Figure 1. Cells coloured by class.
Fill, decap, tap and diode cells in grey.
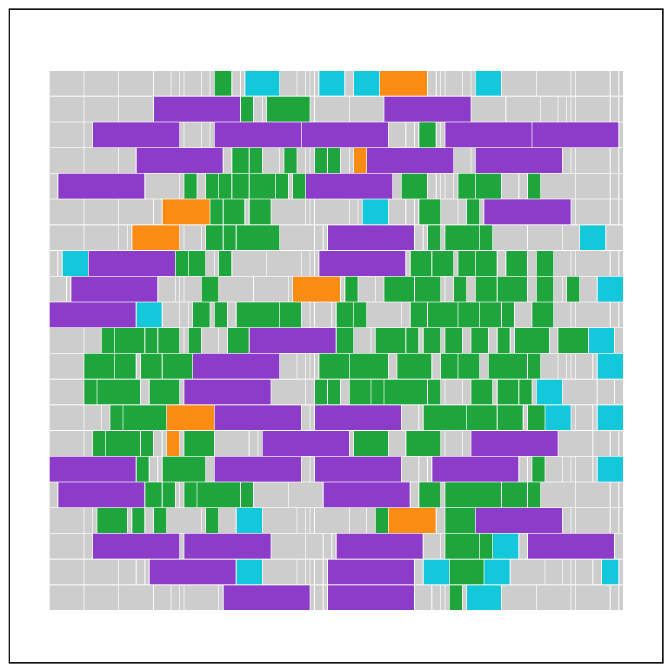
Figure 2. The metal 1 layer.
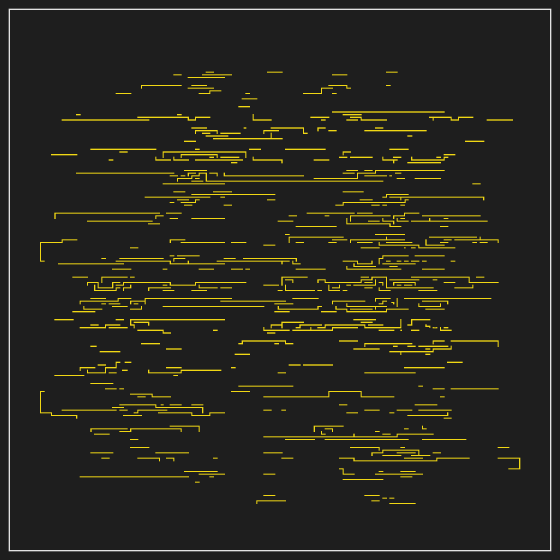
Figure 3. The clock network.
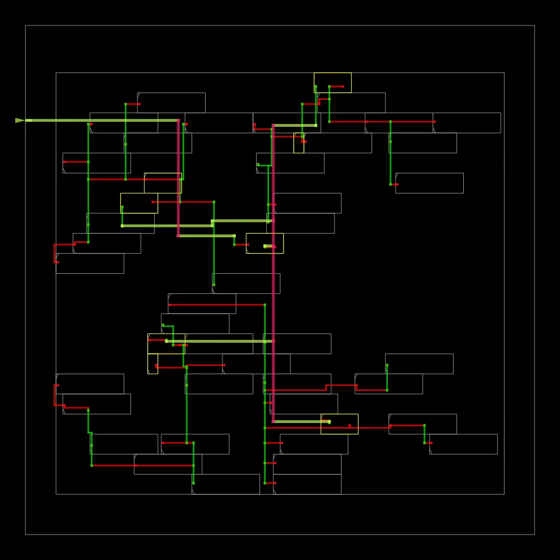
--- src/rtl/lab2_7_tester_if.sv ---
// Connection bundle between the truth-table tester and the block it exercises.
// The tester owns the stimulus and status; the checked side returns z_in.
interface lab2_7_tester_if #(
  parameter int N = 3
);
  logic         start;
  logic         z_in;
  logic [N-1:0] x;
  logic         busy;
  logic         done;
  logic         pass;
  logic [7:0]   err_count;
  logic         fail_seen;
  logic [N-1:0] first_fail_x;

  modport master (
    input  start, z_in,
    output x, busy, done, pass, err_count, fail_seen, first_fail_x
  );

  modport slave (
    output start, z_in,
    input  x, busy, done, pass, err_count, fail_seen, first_fail_x
  );
endinterface

--- src/rtl/lab2_7_tester.sv ---
// Stimulus initiator and checker for an N-input truth-table block: sweeps x,
// realigns the delayed response z_in and tallies mismatches per run.
module lab2_7_tester #(
  parameter int                 N           = 3,
  parameter logic [(1<<N)-1:0]  TRUTH_TABLE = 8'b00111001,
  parameter int                 LATENCY     = 2,
  parameter int                 PASSES      = 1
) (
  input  logic              clock,
  input  logic              reset_n,
  lab2_7_tester_if.master   bus
);

  localparam logic [N-1:0] X_MAX     = {N{1'b1}};
  localparam logic [N-1:0] X_PENULT  = X_MAX - N'(1);
  localparam logic [4:0]   PASS_LAST = 5'(PASSES - 1);

  typedef enum logic [1:0] {
    S_IDLE  = 2'd0,
    S_RUN   = 2'd1,
    S_DRAIN = 2'd2,
    S_DONE  = 2'd3
  } state_t;

  state_t       state_r, state_nxt_s;
  logic         start_acc_s, issue_s, last_issue_s;
  logic [N-1:0] x_r;
  logic [4:0]   pass_cnt_r;
  logic         busy_r, done_r, pass_r, fail_seen_r;
  logic [7:0]   err_r, err_nxt_s;
  logic [N-1:0] first_fail_r;

  // Compare pipeline: one (valid, last, x) entry per issued vector.
  logic [LATENCY:0] vld_r;
  logic [LATENCY:0] last_r;
  logic [N-1:0]     px_r [LATENCY+1];

  logic cmp_vld_s, cmp_last_s, mism_s;

  // Oldest pipeline entry meets the z_in sample it belongs to.
  always_comb begin
    cmp_vld_s  = vld_r[LATENCY];
    cmp_last_s = vld_r[LATENCY] & last_r[LATENCY];
    mism_s     = vld_r[LATENCY] & (bus.z_in != TRUTH_TABLE[px_r[LATENCY]]);
    if (mism_s && (err_r != 8'hFF)) begin
      err_nxt_s = err_r + 8'd1;
    end else begin
      err_nxt_s = err_r;
    end
  end

  // FSM state register.
  always_ff @(posedge clock or negedge reset_n) begin
    if (!reset_n) begin
      state_r <= S_IDLE;
    end else begin
      state_r <= state_nxt_s;
    end
  end

  // Next state and per-cycle issue strobes; with LATENCY==0 the final
  // compare lands one edge after the last issue, so RUN closes the run itself.
  always_comb begin
    state_nxt_s  = state_r;
    start_acc_s  = 1'b0;
    issue_s      = 1'b0;
    last_issue_s = 1'b0;
    case (state_r)
      S_IDLE, S_DONE: begin
        if (bus.start) begin
          start_acc_s = 1'b1;
          state_nxt_s = S_RUN;
        end else begin
          state_nxt_s = state_r;
        end
      end
      S_RUN: begin
        if (cmp_last_s) begin
          state_nxt_s = S_DONE;
        end else begin
          issue_s      = 1'b1;
          last_issue_s = (x_r == X_PENULT) && (pass_cnt_r == PASS_LAST);
          if (last_issue_s && (LATENCY != 0)) begin
            state_nxt_s = S_DRAIN;
          end else begin
            state_nxt_s = S_RUN;
          end
        end
      end
      S_DRAIN: begin
        if (cmp_last_s) begin
          state_nxt_s = S_DONE;
        end else begin
          state_nxt_s = S_DRAIN;
        end
      end
      default: begin
        state_nxt_s = S_IDLE;
      end
    endcase
  end

  // Compare pipeline shift; bubbles enter whenever nothing is issued.
  always_ff @(posedge clock or negedge reset_n) begin
    if (!reset_n) begin
      vld_r  <= '0;
      last_r <= '0;
      for (int k = 0; k <= LATENCY; k++) begin
        px_r[k] <= {N{1'b0}};
      end
    end else begin
      vld_r[0]  <= start_acc_s | issue_s;
      last_r[0] <= issue_s & last_issue_s;
      px_r[0]   <= start_acc_s ? {N{1'b0}} : (x_r + N'(1));
      for (int k = 1; k <= LATENCY; k++) begin
        vld_r[k]  <= vld_r[k-1];
        last_r[k] <= last_r[k-1];
        px_r[k]   <= px_r[k-1];
      end
    end
  end

  // Stimulus counter, error tally and run status.
  always_ff @(posedge clock or negedge reset_n) begin
    if (!reset_n) begin
      x_r          <= {N{1'b0}};
      pass_cnt_r   <= 5'd0;
      busy_r       <= 1'b0;
      done_r       <= 1'b0;
      pass_r       <= 1'b0;
      err_r        <= 8'd0;
      fail_seen_r  <= 1'b0;
      first_fail_r <= {N{1'b0}};
    end else if (start_acc_s) begin
      x_r          <= {N{1'b0}};
      pass_cnt_r   <= 5'd0;
      busy_r       <= 1'b1;
      done_r       <= 1'b0;
      pass_r       <= 1'b0;
      err_r        <= 8'd0;
      fail_seen_r  <= 1'b0;
      first_fail_r <= {N{1'b0}};
    end else begin
      if (issue_s) begin
        x_r <= x_r + N'(1);
        if (x_r == X_MAX) begin
          pass_cnt_r <= pass_cnt_r + 5'd1;
        end
      end
      if (cmp_vld_s) begin
        err_r <= err_nxt_s;
      end
      if (mism_s && !fail_seen_r) begin
        fail_seen_r  <= 1'b1;
        first_fail_r <= px_r[LATENCY];
      end
      if (cmp_last_s) begin
        busy_r <= 1'b0;
        done_r <= 1'b1;
        pass_r <= (err_nxt_s == 8'd0);
      end
    end
  end

  assign bus.x            = x_r;
  assign bus.busy         = busy_r;
  assign bus.done         = done_r;
  assign bus.pass         = pass_r;
  assign bus.err_count    = err_r;
  assign bus.fail_seen    = fail_seen_r;
  assign bus.first_fail_x = first_fail_r;

endmodule

--- src/flat_wrapper.sv ---
// flat-port wrapper written by rule: the top's interface ports become plain ports
module lab2_7_tester_flat 
#(
  parameter int                 N           = 3,
  parameter logic [(1<<N)-1:0]  TRUTH_TABLE = 8'b00111001,
  parameter int                 LATENCY     = 2,
  parameter int                 PASSES      = 1
)
  (clock, reset_n, bus_start, bus_z_in, bus_x, bus_busy, bus_done, bus_pass, bus_err_count, bus_fail_seen, bus_first_fail_x);
  lab2_7_tester_if #(.N(N)) bus_i ();
  input  logic clock;
  input  logic reset_n;
  input wire logic [$bits(bus_i.start)-1:0] bus_start;
  input wire logic [$bits(bus_i.z_in)-1:0] bus_z_in;
  output wire logic [$bits(bus_i.x)-1:0] bus_x;
  output wire logic [$bits(bus_i.busy)-1:0] bus_busy;
  output wire logic [$bits(bus_i.done)-1:0] bus_done;
  output wire logic [$bits(bus_i.pass)-1:0] bus_pass;
  output wire logic [$bits(bus_i.err_count)-1:0] bus_err_count;
  output wire logic [$bits(bus_i.fail_seen)-1:0] bus_fail_seen;
  output wire logic [$bits(bus_i.first_fail_x)-1:0] bus_first_fail_x;
  assign bus_i.start = bus_start;
  assign bus_i.z_in = bus_z_in;
  assign bus_x = bus_i.x;
  assign bus_busy = bus_i.busy;
  assign bus_done = bus_i.done;
  assign bus_pass = bus_i.pass;
  assign bus_err_count = bus_i.err_count;
  assign bus_fail_seen = bus_i.fail_seen;
  assign bus_first_fail_x = bus_i.first_fail_x;
  lab2_7_tester #(.N(N), .TRUTH_TABLE(TRUTH_TABLE), .LATENCY(LATENCY), .PASSES(PASSES)) u_core (.clock(clock), .reset_n(reset_n), .bus(bus_i));
endmodule
--- config.mk ---
export PLATFORM = sky130hd
export DESIGN_NAME = lab2_7_tester_flat
export DESIGN_NICKNAME = d
export VERILOG_FILES = /design/src/rtl/lab2_7_tester_if.sv /design/src/rtl/lab2_7_tester.sv /design/src/flat_wrapper.sv
export SDC_FILE = /design/constraint.sdc
export NUM_CORES = 1
export LEC_CHECK = 0
export CAP_MARGIN = 10
export CORE_MARGIN = 4
export CORE_UTILIZATION = 50
export DETAILED_ROUTE_END_ITERATION = 8
export MAX_ROUTING_LAYER = met4
export PLACE_DENSITY = 0.74
export SYNTH_ARGS = -nofsm -noshare
export SYNTH_HDL_FRONTEND = slang
export SYNTH_SLANG_ARGS = --single-unit
export TNS_END_PERCENT = 20
--- constraint.sdc ---
create_clock -name clock -period 2.83 [get_ports clock]
set_input_delay 0.566 -clock clock [delete_from_list [all_inputs] [get_ports clock]]
set_output_delay 0.566 -clock clock [all_outputs]
set_load 0.1 [all_outputs]
==> impl_metrics.csv <==
group,metric,value,unit
status,status,"completed",
clock_network,clk_pin_slew_worst_paths,0.07,ns
yosys,netlist_area,1858,um^2
layout,clk_share,4.203,%
drt,first_pass_iters,4,
place,port_buffers,21,
setup_path,critPathKind,"in -> reg",
grt,grt_max_degree,41,
grt,grt_pass1_vias,1333,
floorplanning,die_y,68.96,um
floorplanning,initial_utilization,53.57,%
floorplanning,pin_count,22,
yosys,synth-area-yosys,1858,um^2
clock_network,cts.sinks,40,
place,place_hpwl,2407,um
drt,routedWlPerCell,13.33,um
drt,drc,0,
yosys,ys_seq_share,53.87,%
drt,ant_nets,0,
floorplanning,row_count,21,
yosys,avgSynthCellArea,10.32,um^2
yosys,synth_cells,180,
timing,hold_violations,0,
run,cap_viol_max_count,0,
clock_network,cts_root_buf,"clkbuf_8",
yosys,yosys-stat-cells,180,
drt,finalWirelength,3318,um
yosys,edf_count,0,
layout,layout-drive-gt1-share,15.27,%
clock_network,hold_buffers,0,
layout,layout.nonclk_buf_share,7.823,%
drt,num_vias,1371,
floorplanning,taps,46,
layout,largestClassByArea,"sequential cells",
layout,logic_area,800.8,um^2
timing,slew_viol_final,0,
layout,syn_to_final_growth,15.35,%
## Picture notes: Figure 1
- orange: clock drivers and dummy loads (cells 8; share of their area 4.3%)
- cyan: remaining buffers and delay cells (cells 22; share of their area 8.0%)
- purple: registers (cells 40; share of their area 48%)
- green: remaining logic cells (cells 133; share of their area 40%)

## Picture notes: Figure 2
- longest straight run: 22.5 um
- nets with wire on the layer: 184
- share of all routed wire: 41%

## Picture notes: Figure 3
clk_buf instances: 8
Latency at later pin: 0.29 ns

==> through the flow <==
step           cell area, um^2  hold slack (ns)  setup slack, ns
6_report                  2143           0.3449           0.7782
3_5_place_dp              2053           0.3362           0.4752
2_1_floorplan             1858           0.2704           0.3962
4_1_cts                   2143           0.3517           0.7814
3_3_place_gp              2053           0.3321           0.5178
5_1_grt                   2143           0.3608           0.6047
==> worst paths after layout <==
| path | from | end | slack [ns] | depth (start not counted) |
|---|---|---|---|---|
| max | bus_z_in | u_core.bus.first_fail_x[2] | 0.78 | 7 |
| min | u_core.px_r[4] | u_core.px_r[1] | 0.34 | 0 |
| max in group asynchronous | reset_n | u_core.pass_cnt_r[1] | 1.92 | 1 |
| max reg2reg | u_core.bus.err_count[0] | u_core.bus.err_count[5] | 0.91 | 6 |
| min reg2reg | u_core.px_r[4] | u_core.px_r[1] | 0.34 | 0 |
| min in group asynchronous | reset_n | u_core.bus.fail_seen | 0.38 | 1 |
==> cell usage after synthesis, types with 2 or more instances <==
library cell | number | share of area [%]
buf_2 | 3 | 0.81
a21oi_1 | 9 | 2.4
xor2_1 | 6 | 2.8
ha_1 | 8 | 5.4
xnor2_1 | 4 | 1.9
dfrtp_1 | 40 | 54
nand4_1 | 5 | 1.7
and2_1 | 2 | 0.67
nor2_1 | 29 | 5.9
and3_1 | 4 | 1.3
nand2_1 | 15 | 3.0
mux2i_1 | 6 | 3.2
o21ai_1 | 2 | 0.54
clkbuf_1 | 4 | 0.81
inv_1 | 7 | 1.4
nand3_1 | 6 | 1.6
nor2b_1 | 3 | 1.0
a211oi_1 | 2 | 0.81
nand3b_1 | 2 | 0.81
or3_1 | 2 | 0.67
nor3_1 | 3 | 0.81
a31oi_1 | 4 | 1.3
nand4b_1 | 2 | 0.94
==> kinds of logic (layout without fill, tap and decap cells) <==
group | count (synthesis) | in the layout | share of synthesized area (%)
muxes | 7 | 7 | 3.838
DFF | 40 | 40 | 53.87
and+or+nand+nor | 78 | 78 | 20.61
adders and majority gates | 8 | 8 | 5.387
AOI/OAI and AO/OA | 22 | 22 | 7.676
xor gates and xnor gates | 11 | 11 | 5.589
buffers and inverters | 14 | 37 | 3.030
==> worst max-delay path, stage by stage <==
cell and delay, ns:
clkdlybuf4s50_1 0.48, xor2_1 0.23, xnor2_2 0.21, and2_4 0.24
and2b_1 0.22, mux2i_1 0.22, nor2_1 0.06
==> registers in the layout, summed over array words and instances, names as in the netlist <==
signal	count
u_core.last_r	3
u_core.state_r	2
u_core.pass_cnt_r	5
u_core.bus.busy	1
u_core.bus.pass	1
u_core.bus.first_fail_x	3
u_core.bus.err_count	8
u_core.bus.fail_seen	1
u_core.px_r	9
u_core.bus.x	3
u_core.vld_r	3
u_core.bus.done	1
==> metal layers <==
layer  up-vias  global-route usage, %  share of wire (%)
met4         0                  6.813                1.7
met3         7                  5.348                6.1
met1       672                  20.44                 41
li1        651                      -                  -
met2        41                  29.52                 51
met5         -                      -                  0
